===== src/rtl/mem_read_arbiter.sv =====
// Arbitrates the shared memory read port between fetch and load, tracking the owner of each
// outstanding read in an in-order tag queue and routing returning data back to it.
module mem_read_arbiter #(
    parameter int unsigned ADDR_BITS       = 64,
    parameter int unsigned DATA_BITS       = 64,
    parameter int unsigned MAX_OUTSTANDING = 4,
    parameter int unsigned STARVE_LIMIT    = 4
) (
    input  logic                                       clk,
    input  logic                                       rst_n,
    input  logic                                       f_ren,
    input  logic [ADDR_BITS-1:0]                       f_raddr,
    input  logic                                       f_flush,
    output logic                                       f_gnt,
    output logic                                       f_rvalid,
    output logic [DATA_BITS-1:0]                       f_rdata,
    input  logic                                       l_ren,
    input  logic [ADDR_BITS-1:0]                       l_raddr,
    output logic                                       l_gnt,
    output logic                                       l_rvalid,
    output logic [DATA_BITS-1:0]                       l_rdata,
    output logic                                       mem_ren,
    output logic [ADDR_BITS-1:0]                       mem_raddr,
    input  logic                                       mem_rvalid,
    input  logic [DATA_BITS-1:0]                       mem_rdata,
    output logic [$clog2(MAX_OUTSTANDING+1)-1:0]       outstanding,
    output logic                                       protocol_err
);

    localparam int unsigned PTR_W = (MAX_OUTSTANDING > 1) ? $clog2(MAX_OUTSTANDING) : 1;
    localparam int unsigned CNT_W = $clog2(MAX_OUTSTANDING + 1);
    localparam int unsigned STV_W = $clog2(STARVE_LIMIT + 1);

    // Tag queue storage: id 0 = fetch, id 1 = load.
    logic [MAX_OUTSTANDING-1:0] id_q, id_d;
    logic [MAX_OUTSTANDING-1:0] disc_q, disc_d;
    logic [PTR_W-1:0]           head_q, head_d;
    logic [PTR_W-1:0]           tail_q, tail_d;
    logic [CNT_W-1:0]           count_q, count_d;
    logic [STV_W-1:0]           starve_q, starve_d;
    logic                       perr_q, perr_d;
    logic                       mem_ren_q, mem_ren_d;
    logic [ADDR_BITS-1:0]       mem_raddr_q, mem_raddr_d;

    logic not_full;
    logic starved;
    logic fetch_wins;
    logic push;
    logic pop;
    logic head_id;
    logic head_disc;

    assign not_full   = count_q < CNT_W'(MAX_OUTSTANDING);
    assign starved    = starve_q == STV_W'(STARVE_LIMIT);
    assign fetch_wins = f_ren && !f_flush && (!l_ren || starved);

    assign f_gnt = not_full && fetch_wins;
    assign l_gnt = not_full && l_ren && !fetch_wins;
    assign push  = f_gnt || l_gnt;
    assign pop   = mem_rvalid && (count_q != '0);

    assign head_id   = id_q[head_q];
    assign head_disc = disc_q[head_q];

    // A flush in the same cycle as a fetch pop suppresses that pop as well.
    assign f_rvalid     = pop && !head_id && !head_disc && !f_flush;
    assign l_rvalid     = pop && head_id;
    assign f_rdata      = mem_rdata;
    assign l_rdata      = mem_rdata;
    assign mem_ren      = mem_ren_q;
    assign mem_raddr    = mem_raddr_q;
    assign outstanding  = count_q;
    assign protocol_err = perr_q;

    always_comb begin
        id_d   = id_q;
        disc_d = disc_q;
        if (f_flush) begin
            disc_d = disc_q | ~id_q;
        end
        if (push) begin
            id_d[tail_q]   = l_gnt;
            disc_d[tail_q] = 1'b0;
        end
    end

    always_comb begin
        head_d  = pop  ? head_q + PTR_W'(1) : head_q;
        tail_d  = push ? tail_q + PTR_W'(1) : tail_q;
        count_d = count_q;
        unique case ({push, pop})
            2'b10:   count_d = count_q + CNT_W'(1);
            2'b01:   count_d = count_q - CNT_W'(1);
            default: count_d = count_q;
        endcase
    end

    // Starvation counter is frozen while the queue is full since nobody can win then.
    always_comb begin
        starve_d = starve_q;
        if (not_full) begin
            if (f_gnt || !f_ren) begin
                starve_d = '0;
            end else if (!f_flush && l_gnt && !starved) begin
                starve_d = starve_q + STV_W'(1);
            end
        end
    end

    always_comb begin
        perr_d      = perr_q || (mem_rvalid && (count_q == '0));
        mem_ren_d   = push;
        mem_raddr_d = mem_raddr_q;
        if (f_gnt) begin
            mem_raddr_d = f_raddr;
        end else if (l_gnt) begin
            mem_raddr_d = l_raddr;
        end
    end

    always_ff @(posedge clk or negedge rst_n) begin
        if (!rst_n) begin
            id_q        <= '0;
            disc_q      <= '0;
            head_q      <= '0;
            tail_q      <= '0;
            count_q     <= '0;
            starve_q    <= '0;
            perr_q      <= 1'b0;
            mem_ren_q   <= 1'b0;
            mem_raddr_q <= '0;
        end else begin
            id_q        <= id_d;
            disc_q      <= disc_d;
            head_q      <= head_d;
            tail_q      <= tail_d;
            count_q     <= count_d;
            starve_q    <= starve_d;
            perr_q      <= perr_d;
            mem_ren_q   <= mem_ren_d;
            mem_raddr_q <= mem_raddr_d;
        end
    end

endmodule


===== config.mk =====
export PLATFORM = sky130hd
export DESIGN_NAME = mem_read_arbiter
export DESIGN_NICKNAME = d
export VERILOG_FILES = /design/src/rtl/mem_read_arbiter.sv
export SDC_FILE = /design/constraint.sdc
export NUM_CORES = 1
export LEC_CHECK = 0
export CAP_MARGIN = 25
export CORE_AREA = 2 2 154 156
export DETAILED_ROUTE_END_ITERATION = 10
export DIE_AREA = 0 0 156 158
export SYNTH_ARGS = -nofsm -noshare
export SYNTH_HDL_FRONTEND = slang
export SYNTH_SLANG_ARGS = --single-unit

===== constraint.sdc =====
create_clock -name clk -period 2.65 [get_ports clk]
set_input_delay 0.265 -clock clk [delete_from_list [all_inputs] [get_ports clk]]
set_output_delay 0.265 -clock clk [all_outputs]
set_load 0.03 [all_outputs]

==> qor.yml <==
die_area_sq_um: 24650
drc: 0
syn-num-nets: 639
aoi_share_pct: 3.300
kind_of_critical_path: "register to output port"
grt_start_max_net_pins: 52
non_clock_buffer_area_fraction_after_layout_pct: 29.80
detail_route.wl_per_cell_um: 16.93
detail-route-antenna-nets: 0
num-nets-final: 719
outcome: "complete, no violations"
wl_met3_mm: 1.270
overflow: 0
drt-initial-drc-count: 139
io_pins: 399
min_period_ns: 2.582
arrival_ns: 2.32
nonClockBufferCount: 214
layout.clock_buffers: 10
grt_first_pass_wirelength_mm: 20.67
layout_top_cells: "sky130_fd_sc_hd__clkdlybuf4s50_1, sky130_fd_sc_hd__mux2_4, sky130_fd_sc_hd__dfrtp_1, sky130_fd_sc_hd__mux2_2, sky130_fd_sc_hd__inv_1"
worst_setup_path_start_kind: "register"
cts-htree-levels: 3
power.sequential.total_mw: 2.35
slew_viol_final: 0
routability_cong: 0.7652
synth_stat.cells: 433
initial_utilization_pct: 24.67
clkTransAtPathRegs_ns: 0.07
post_drt_via_cell_ratio: 4.187
critical_path.cell_chain: "o31ai_1, inv_1, and2_1, clkdlybuf4s50_1"
whs_ns: 0.4236
timing.max_slew.rel_slack_pct: 60.87
non_clock_inverter_count: 15
final_hold_vio_count: 0
area_grow_syn2layout_pct: 29.26
warnings: 30
number_of_iterations_in_the_first_detailed_routing_pass: 4
yosys.cell_types.count: 37
ir_drop_mv: 0.5202
holdBufCountCts: 1
met2_length_mm: 6.777
worst_r2r_endpoint: "outstanding[2]"
setup.worst_path.start: "outstanding[2]"
swShare_pct: 37.72
crit_fanout: 10
seq_area_frac_synth_pct: 36.96
post-dp-hpwl_mm: 9.761
setup_total_negative_slack_ns: 0
layout.cell_area.non_filler_sq_um: 7351
share_clk_of_total_power_pct: 14.6
timing.critical_path.to: "l_rvalid"
drive_above_1_share_pct: 31.47
yosys.area_share.xor_xnor_pct: 0.9241
taps: 290
multi_input_comb_cells: 189
number_of_buffers_added_for_setup_after_cts: 0
cts.root.buffer_cell: "sky130_fd_sc_hd__clkbuf_16"
cp.depth: 4
grt_pass1_vias: 3798
area.share.combinational_pct: 32.00
yosys-top-cells-count: "sky130_fd_sc_hd__buf_4, sky130_fd_sc_hd__mux2_4, sky130_fd_sc_hd__dfrtp_1, sky130_fd_sc_hd__mux2_2, sky130_fd_sc_hd__inv_1"
cellLeakagePower_nw: 3.320
synth-warning-count: 0
flop_area_sq_um: 2102
critical_path.n_buffers_inverters: 2
min_delay_worst_type: "input port to async pin"
placement.setup.worst_slack_ns: 0.1304
syn_area_sq_um: 5687
switching_component_of_the_power_mw: 3.236
layout.clock.cell_area_share_pct: 3.898
area_share_of_the_largest_cell_type_after_synthesis_pct: 36.96
clkLatencyLatePin_ns: 0.34
setup_viol: 0
antenna_violations_before_repair: 0
chipWidth_um: 156
power-per-cell-area_nw_per_um2: 1167
cts_inserted_buffers: 9
rrSetupSlack_ns: 0.49
cpMaxStageDelayCell: "sky130_fd_sc_hd__clkdlybuf4s50_1"
highest-signal-layer: "met5"
critical-path-top-delay-family: "buffers and inverters"
post_layout_nonfiller_instances: 808
combinational_cell_power_mw: 4.98
Fig. 1: M1 wires
The bar under the picture is 50 um long.
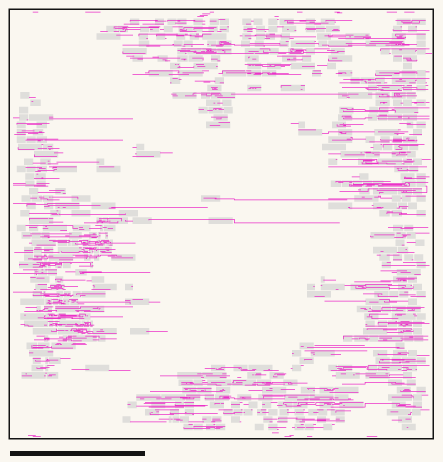
The wires run mostly horizontal. The layer holds 39% of the routed length. The layer carries 5400 um of wire. The longest straight run is 46.9 um.
detailed-route via count: 3383
met1 routing resource usage after global routing: 11.92%

Fig. 2: metal 2
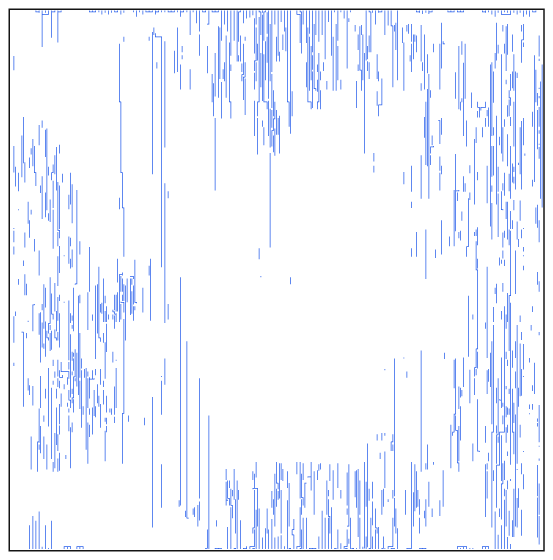
648 nets have wire on it. The longest straight run is 67.3 um. The layer carries 6780 um of wire. The layer holds 50% of the routed length.
Routed WL: 13.68 mm
GR Util met2: 18.92%

Fig. 3: signal wires on met3
The bar under the picture is 50 um long.
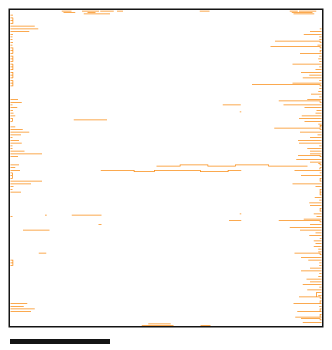
The layer holds 9.3% of the routed length. 160 nets have wire on it. The layer carries 1270 um of wire. The longest straight run is 33.8 um. The wires run mostly horizontal.
met3 usage in global routing: 4.188%

Fig. 4: M4 wires
The bar under the picture is 50 um long.
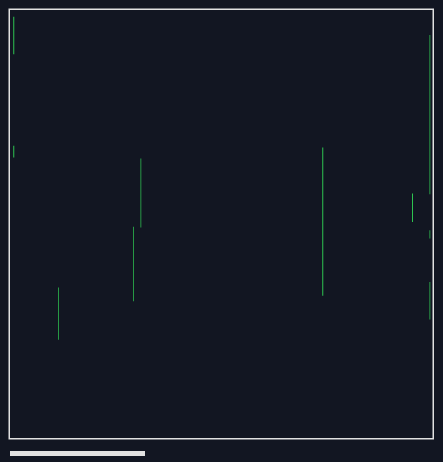
The layer carries 229 um of wire. The layer holds 1.7% of the routed length. The wires run mostly vertical. The longest straight run is 58.5 um. 7 nets have wire on it.

Fig. 5: clock nets
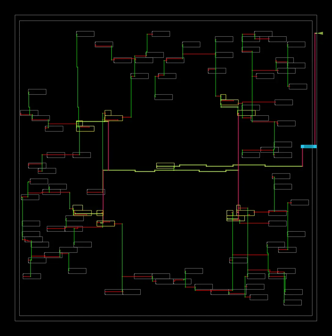
layout sequential cell count: 84
largest clock skew in the final design: 0.006044 ns
total number of clock tree sinks: 84
Clock Power: 1.25 mW

Power is estimated from default activity; no workload was simulated.
